==> config.mk <==
export PLATFORM = sky130hd
export DESIGN_NAME = branch_resolve_ctrl
export DESIGN_NICKNAME = d
export VERILOG_FILES = /design/src/rtl/branch_resolve_ctrl_pkg.sv /design/src/rtl/sync_fifo.sv /design/src/rtl/branch_resolve_ctrl.sv
export SDC_FILE = /design/constraint.sdc
export NUM_CORES = 1
export LEC_CHECK = 0
export CORE_MARGIN = 5
export CORE_UTILIZATION = 35
export CTS_CLUSTER_DIAMETER = 40
export CTS_CLUSTER_SIZE = 40
export DETAILED_ROUTE_END_ITERATION = 16
export DONT_BUFFER_PORTS = 1
export SKIP_CTS_REPAIR_TIMING = 1
export SYNTH_ARGS = -nofsm -noshare
export SYNTH_HDL_FRONTEND = slang
export SYNTH_SLANG_ARGS = --single-unit
==> constraint.sdc <==
create_clock -name clk -period 2.95 [get_ports clk]
set_input_delay 0.59 -clock clk [delete_from_list [all_inputs] [get_ports clk]]
set_output_delay 0.59 -clock clk [all_outputs]
set_load 0.05 [all_outputs]
==> src/rtl/branch_resolve_ctrl_pkg.sv <==
// Shared branch-control definitions: FSM state encodings for the EX-stage
// branch resolution sequencer.
package branch_resolve_ctrl_pkg;

  localparam int unsigned BR_STATE_W = 2;

  // Branch resolution FSM states
  localparam logic [BR_STATE_W-1:0] BR_IDLE    = 2'd0;
  localparam logic [BR_STATE_W-1:0] BR_WAIT_DS = 2'd1;
  localparam logic [BR_STATE_W-1:0] BR_REDIR   = 2'd2;

  localparam int unsigned BR_CNT_W = 32;

endpackage

==> src/rtl/sync_fifo.sv <==
// Synchronous FIFO, power-of-two depth, first-word fall-through read.
// Ports:
//   clk, rst_n    : clock, async active-low reset
//   i_push/i_wdata: write strobe and data (ignored when full)
//   i_pop         : read strobe (ignored when empty)
//   o_rdata       : head entry
//   o_full/o_empty: occupancy flags from the registered count
module sync_fifo #(
  parameter int unsigned WIDTH = 33,
  parameter int unsigned DEPTH = 4
) (
  input  logic             clk,
  input  logic             rst_n,
  input  logic             i_push,
  input  logic [WIDTH-1:0] i_wdata,
  input  logic             i_pop,
  output logic [WIDTH-1:0] o_rdata,
  output logic             o_full,
  output logic             o_empty
);

  localparam int unsigned PTR_W = (DEPTH > 1) ? $clog2(DEPTH) : 1;
  localparam int unsigned CNT_W = PTR_W + 1;

  logic [WIDTH-1:0] r_mem [DEPTH];
  logic [PTR_W-1:0] r_wptr;
  logic [PTR_W-1:0] r_rptr;
  logic [CNT_W-1:0] r_count;

  logic w_do_push;
  logic w_do_pop;

  assign o_full    = (r_count == CNT_W'(DEPTH));
  assign o_empty   = (r_count == '0);
  assign w_do_push = i_push & ~o_full;
  assign w_do_pop  = i_pop & ~o_empty;
  assign o_rdata   = r_mem[r_rptr];

  // Storage, pointers (wrap naturally at power-of-two depth) and count
  always_ff @(posedge clk or negedge rst_n) begin
    if (!rst_n) begin
      for (int i = 0; i < int'(DEPTH); i++) r_mem[i] <= '0;
      r_wptr  <= '0;
      r_rptr  <= '0;
      r_count <= '0;
    end else begin
      if (w_do_push) begin
        r_mem[r_wptr] <= i_wdata;
        r_wptr        <= r_wptr + PTR_W'(1);
      end
      if (w_do_pop) r_rptr <= r_rptr + PTR_W'(1);
      case ({w_do_push, w_do_pop})
        2'b10:   r_count <= r_count + CNT_W'(1);
        2'b01:   r_count <= r_count - CNT_W'(1);
        default: r_count <= r_count;
      endcase
    end
  end

endmodule

==> src/rtl/branch_resolve_ctrl.sv <==
// EX-stage branch resolution sequencer. Compares the branch outcome with the
// fetch prediction, defers the fetch redirect until the delay slot is in ID,
// queues BHT training updates and counts branches / mispredicts.
// Ports:
//   clk, resetn                         : clock, async active-low reset
//   branchE, pred_takeE, actual_takeE   : branch in EX, prediction, outcome
//   pc_branchE, pc_targetE, pc_plus8E   : branch PC, taken target, fall-through
//   stallE, ds_validD, stallF, exc_flush: pipeline status
//   redirect_valid, redirect_pc, flushF : registered fetch redirect
//   stall_reqE                          : EX stall request while update FIFO full
//   upd_valid, upd_pc, upd_taken, upd_ready : BHT update handshake
//   branch_cnt, mispred_cnt             : wrapping statistics
module branch_resolve_ctrl
  import branch_resolve_ctrl_pkg::*;
#(
  parameter int unsigned UPD_DEPTH = 4,
  parameter int unsigned PC_W      = 32
) (
  input  logic                clk,
  input  logic                resetn,
  input  logic                branchE,
  input  logic                pred_takeE,
  input  logic                actual_takeE,
  input  logic [PC_W-1:0]     pc_branchE,
  input  logic [PC_W-1:0]     pc_targetE,
  input  logic [PC_W-1:0]     pc_plus8E,
  input  logic                stallE,
  input  logic                ds_validD,
  input  logic                stallF,
  input  logic                exc_flush,
  output logic                redirect_valid,
  output logic [PC_W-1:0]     redirect_pc,
  output logic                flushF,
  output logic                stall_reqE,
  output logic                upd_valid,
  output logic [PC_W-1:0]     upd_pc,
  output logic                upd_taken,
  input  logic                upd_ready,
  output logic [BR_CNT_W-1:0] branch_cnt,
  output logic [BR_CNT_W-1:0] mispred_cnt
);

  localparam int unsigned UPD_W = PC_W + 1;

  logic [BR_STATE_W-1:0] r_state;
  logic [BR_STATE_W-1:0] w_state_nxt;
  logic                  w_latch;
  logic                  r_redirect_valid;
  logic                  r_flushF;
  logic [PC_W-1:0]       r_redirect_pc;
  logic [BR_CNT_W-1:0]   r_branch_cnt;
  logic [BR_CNT_W-1:0]   r_mispred_cnt;

  logic                  w_resolve;
  logic                  w_mis;
  logic [PC_W-1:0]       w_fix_pc;
  logic                  w_full;
  logic                  w_empty;
  logic [UPD_W-1:0]      w_upd_data;

  assign w_resolve = branchE & ~stallE & ~exc_flush & (r_state == BR_IDLE);
  assign w_mis     = pred_takeE ^ actual_takeE;
  assign w_fix_pc  = actual_takeE ? pc_targetE : pc_plus8E;

  // Next state; exc_flush overrides everything and drops a pending redirect
  always_comb begin
    w_state_nxt = r_state;
    w_latch     = 1'b0;
    if (exc_flush) begin
      w_state_nxt = BR_IDLE;
    end else begin
      case (r_state)
        BR_IDLE: begin
          if (w_resolve && w_mis) begin
            w_latch     = 1'b1;
            w_state_nxt = ds_validD ? BR_REDIR : BR_WAIT_DS;
          end
        end
        BR_WAIT_DS: if (ds_validD) w_state_nxt = BR_REDIR;
        BR_REDIR:   if (!stallF)   w_state_nxt = BR_IDLE;
        default:    w_state_nxt = BR_IDLE;
      endcase
    end
  end

  // State plus redirect outputs decoded from the next state, so the
  // redirect never has a combinational path from EX inputs
  always_ff @(posedge clk or negedge resetn) begin
    if (!resetn) begin
      r_state          <= BR_IDLE;
      r_redirect_valid <= 1'b0;
      r_flushF         <= 1'b0;
      r_redirect_pc    <= '0;
    end else begin
      r_state          <= w_state_nxt;
      r_redirect_valid <= (w_state_nxt == BR_REDIR);
      r_flushF         <= (w_state_nxt == BR_REDIR);
      if (w_latch) r_redirect_pc <= w_fix_pc;
    end
  end

  // Statistics counters, wrapping
  always_ff @(posedge clk or negedge resetn) begin
    if (!resetn) begin
      r_branch_cnt  <= '0;
      r_mispred_cnt <= '0;
    end else begin
      if (w_resolve)          r_branch_cnt  <= r_branch_cnt + BR_CNT_W'(1);
      if (w_resolve && w_mis) r_mispred_cnt <= r_mispred_cnt + BR_CNT_W'(1);
    end
  end

  // BHT update queue; full is the pre-pop registered state, so a stalled
  // branch is only released the cycle after a pop frees a slot
  sync_fifo #(
    .WIDTH (UPD_W),
    .DEPTH (UPD_DEPTH)
  ) u_upd_fifo (
    .clk     (clk),
    .rst_n   (resetn),
    .i_push  (w_resolve),
    .i_wdata ({pc_branchE, actual_takeE}),
    .i_pop   (upd_ready),
    .o_rdata (w_upd_data),
    .o_full  (w_full),
    .o_empty (w_empty)
  );

  assign stall_reqE     = branchE & w_full;
  assign upd_valid      = ~w_empty;
  assign upd_pc         = w_empty ? '0 : w_upd_data[UPD_W-1:1];
  assign upd_taken      = ~w_empty & w_upd_data[0];

  assign redirect_valid = r_redirect_valid;
  assign flushF         = r_flushF;
  assign redirect_pc    = r_redirect_pc;
  assign branch_cnt     = r_branch_cnt;
  assign mispred_cnt    = r_mispred_cnt;

endmodule

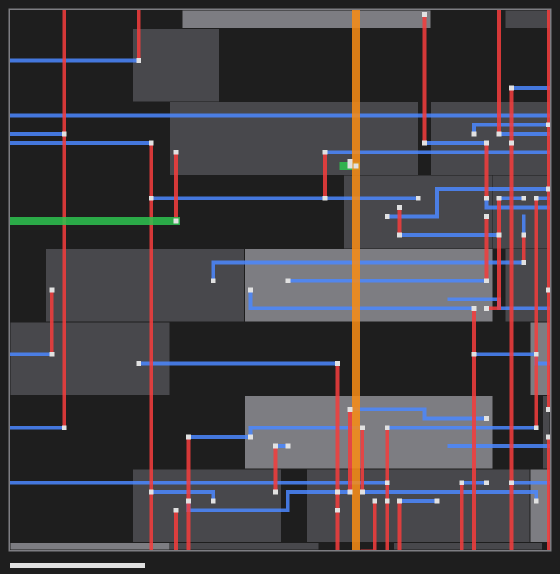
*A small window of the routed layout*
Bar = 5 um. Window x 133 to 153, y 133 to 153 um. Cells in gray, sequential cells in the stronger gray; small squares are vias.
M4 -> orange
M1 -> blue
M2 -> red
M3 -> green
cells with their middle in the window = 10
netlist names of flops here include = u_upd_fifo.r_mem (2)
sequential cells in the window = 2
most frequent = mux2_4 (3), buf_12 (2), dfrtp_1 (2)

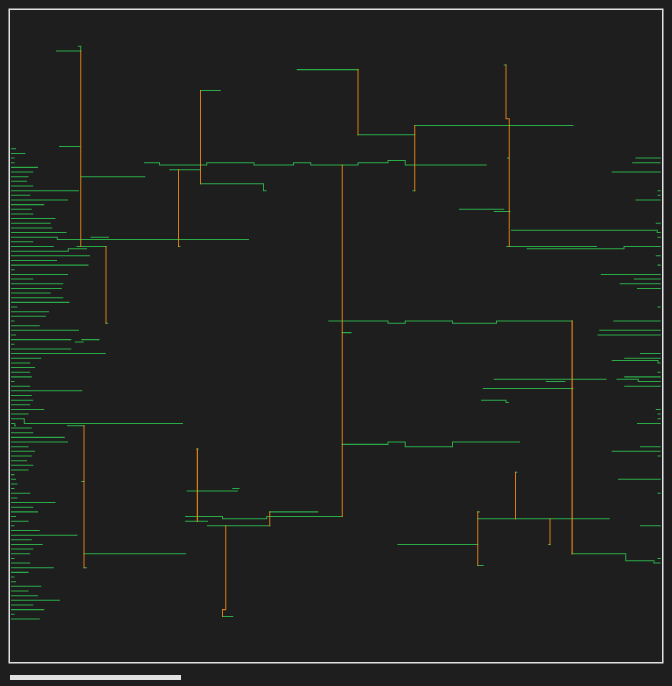
*Signal wires by layer*
Bar = 50 um. Only two layers are drawn.
M4 -> orange  # wire length 523 um
M3 -> green  # wire length 2020 um

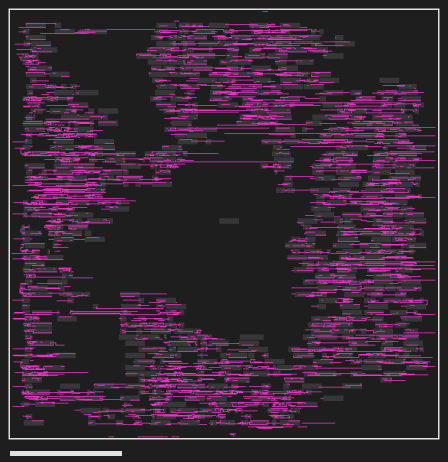
*The metal 1 layer*
Bar = 50 um.
share of all routed wire = 44%
wire length on this layer = 11100 um
main direction = horizontal
nets with wire on the layer = 888
grt met1 use: 0.183
WL final: 25400 um
via count: 6650

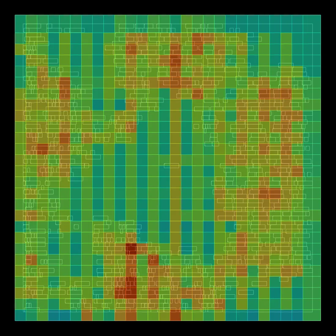
*Track usage over the die*
met3 Usage GRT: 0.0525
met2 Use GR: 0.218

==> impl_metrics.tcl <==
# metrics dict for downstream scripts
set metrics [dict create \
    yosysTopAreaCell "dfrtp_1" \
    p_int_mw 9.90 \
    cp_cell_sequence "buf_12, mux4_2, and2_1" \
    synth-adder-area-share 0.00944 \
    rr_endpoint "u_upd_fifo.r_mem[63]" \
    warnings 32 \
    edf_count 0 \
    worst_hold_slack_ns -0.233 \
    maxSlewViolCount 0 \
    power_density_mw_per_mm2 1160 \
    htreeDepth 2 \
    cts-root-buf "clkbuf_16" \
    power_leakage_nw 6.45 \
    clock_path_buffers 3 \
    cts_tree "done" \
    slew_headroom 0.399 \
    grt_pass1_vias 7178 \
    cp-start-kind "flip-flop" \
    initCoreUtil 0.352 \
    die_height_um 190 \
    ys_area_mm2 0.0114 \
    maxCapViolations 0 \
    antenna_found_initial 0 \
    synthTopCellsByCount "dfrtp_1, mux2_4, nand2_1" \
    violations "negative hold slack" \
    ys_types 35 \
    synth.area.top_cells "dfrtp_1, mux2_4, mux4_2, xnor2_1, mux2i_1" \
    logic_family "multiplexers" \
    route.detailed.drc 0 \
    path_delay_family "flip-flops" \
    cp-end-kind "primary output" \
    synth_top_cell_by_count "dfrtp_1" \
    ys_sh_xor 0.0530 \
    hp-class "input pin to async pin" \
    reg2reg_setup_slack_ns 0.65 \
    hold_violations 238 \
    yosys.area_share.simple 0.104 \
    dp_hpwl_um 16600 \
    cp_data_arrival_time_ns 2.18 \
    grt_max_degree 239 \
    finalSetupViolations 0 \
    diodes 0 \
    max-vdd-ir-drop_mv 0.528 \
    status "finished with violations" \
    ys_cells 825 \
    pwr-share-clk 0.314 \
    clk_pin_slew_ns 0.05 \
    synth_area_per_cell_um2 13.8 \
    flop_area_mm2 0.00596 \
    critical_path_depth 3 \
]
==> per-stage QoR <==
stage               area, um2  hold slack, ns  std cells  power, mW   util
floorplan               11400           0.294        825       9.99      -
global placement        12000           0.303       1255       10.7  0.370
detailed placement      12000           0.302       1255       10.8  0.370
CTS                     13400          -0.283       1331       15.9  0.415
global route            13500          -0.281       1331       16.4  0.416
finish                  13500          -0.233       1331       15.6  0.416
==> power by group through the flow <==
stage,clock (mW),sequential [mW],combinational (mW)
2_1_floorplan,0,5.40,4.59
3_3_place_gp,0,5.47,5.25
3_5_place_dp,0,5.48,5.34
4_1_cts,5.05,5.46,5.35
5_1_grt,5.19,5.60,5.59
6_report,4.91,5.46,5.28
==> flip-flops by register name, indices dropped and copies added (netlist names) <==
register and flops:
u_upd_fifo.r_wptr 2, u_upd_fifo.r_rptr 2, redirect_pc 32, r_state 2
branch_cnt 32, mispred_cnt 32, flushF 1, u_upd_fifo.r_count 3
u_upd_fifo.r_mem 132
==> placed cells by master (no fill, tap or decap), drive strengths merged, types with 2 or more instances in the layout <==
master and instances:
a211oi 2, and2 37, and3 12, and4 9, buf 36, bufinv 3
clkbuf 55, clkinv 11, clkinvlp 2, dfrtp 238, ha 7, inv 19
mux2 133, mux2i 33, mux4 33, nand2 61, nand3 18, nand4 28
nor2 10, nor3 17, nor3b 3, nor4 12, o21ai 33, or3 2
xnor2 41, xor2 28
==> per-layer routing <==
layer,vias up,global-route usage,part of all wire
li1,2998,-,-
met1,3396,0.183,0.44
met2,213,0.218,0.46
met3,43,0.0525,0.080
met4,0,0.0406,0.021
met5,-,0,0
==> cell type report <==
type,count,area share
sequential,238,0.443
timing repair buffer,36,0.0229
clock inverter,21,0.0166
multi-input combinational,525,0.381
inverter,14,0.00391
clock buffer,55,0.0917
tap,442,0.0411
No activity file was given, so power comes from the tool's default toggle rates.
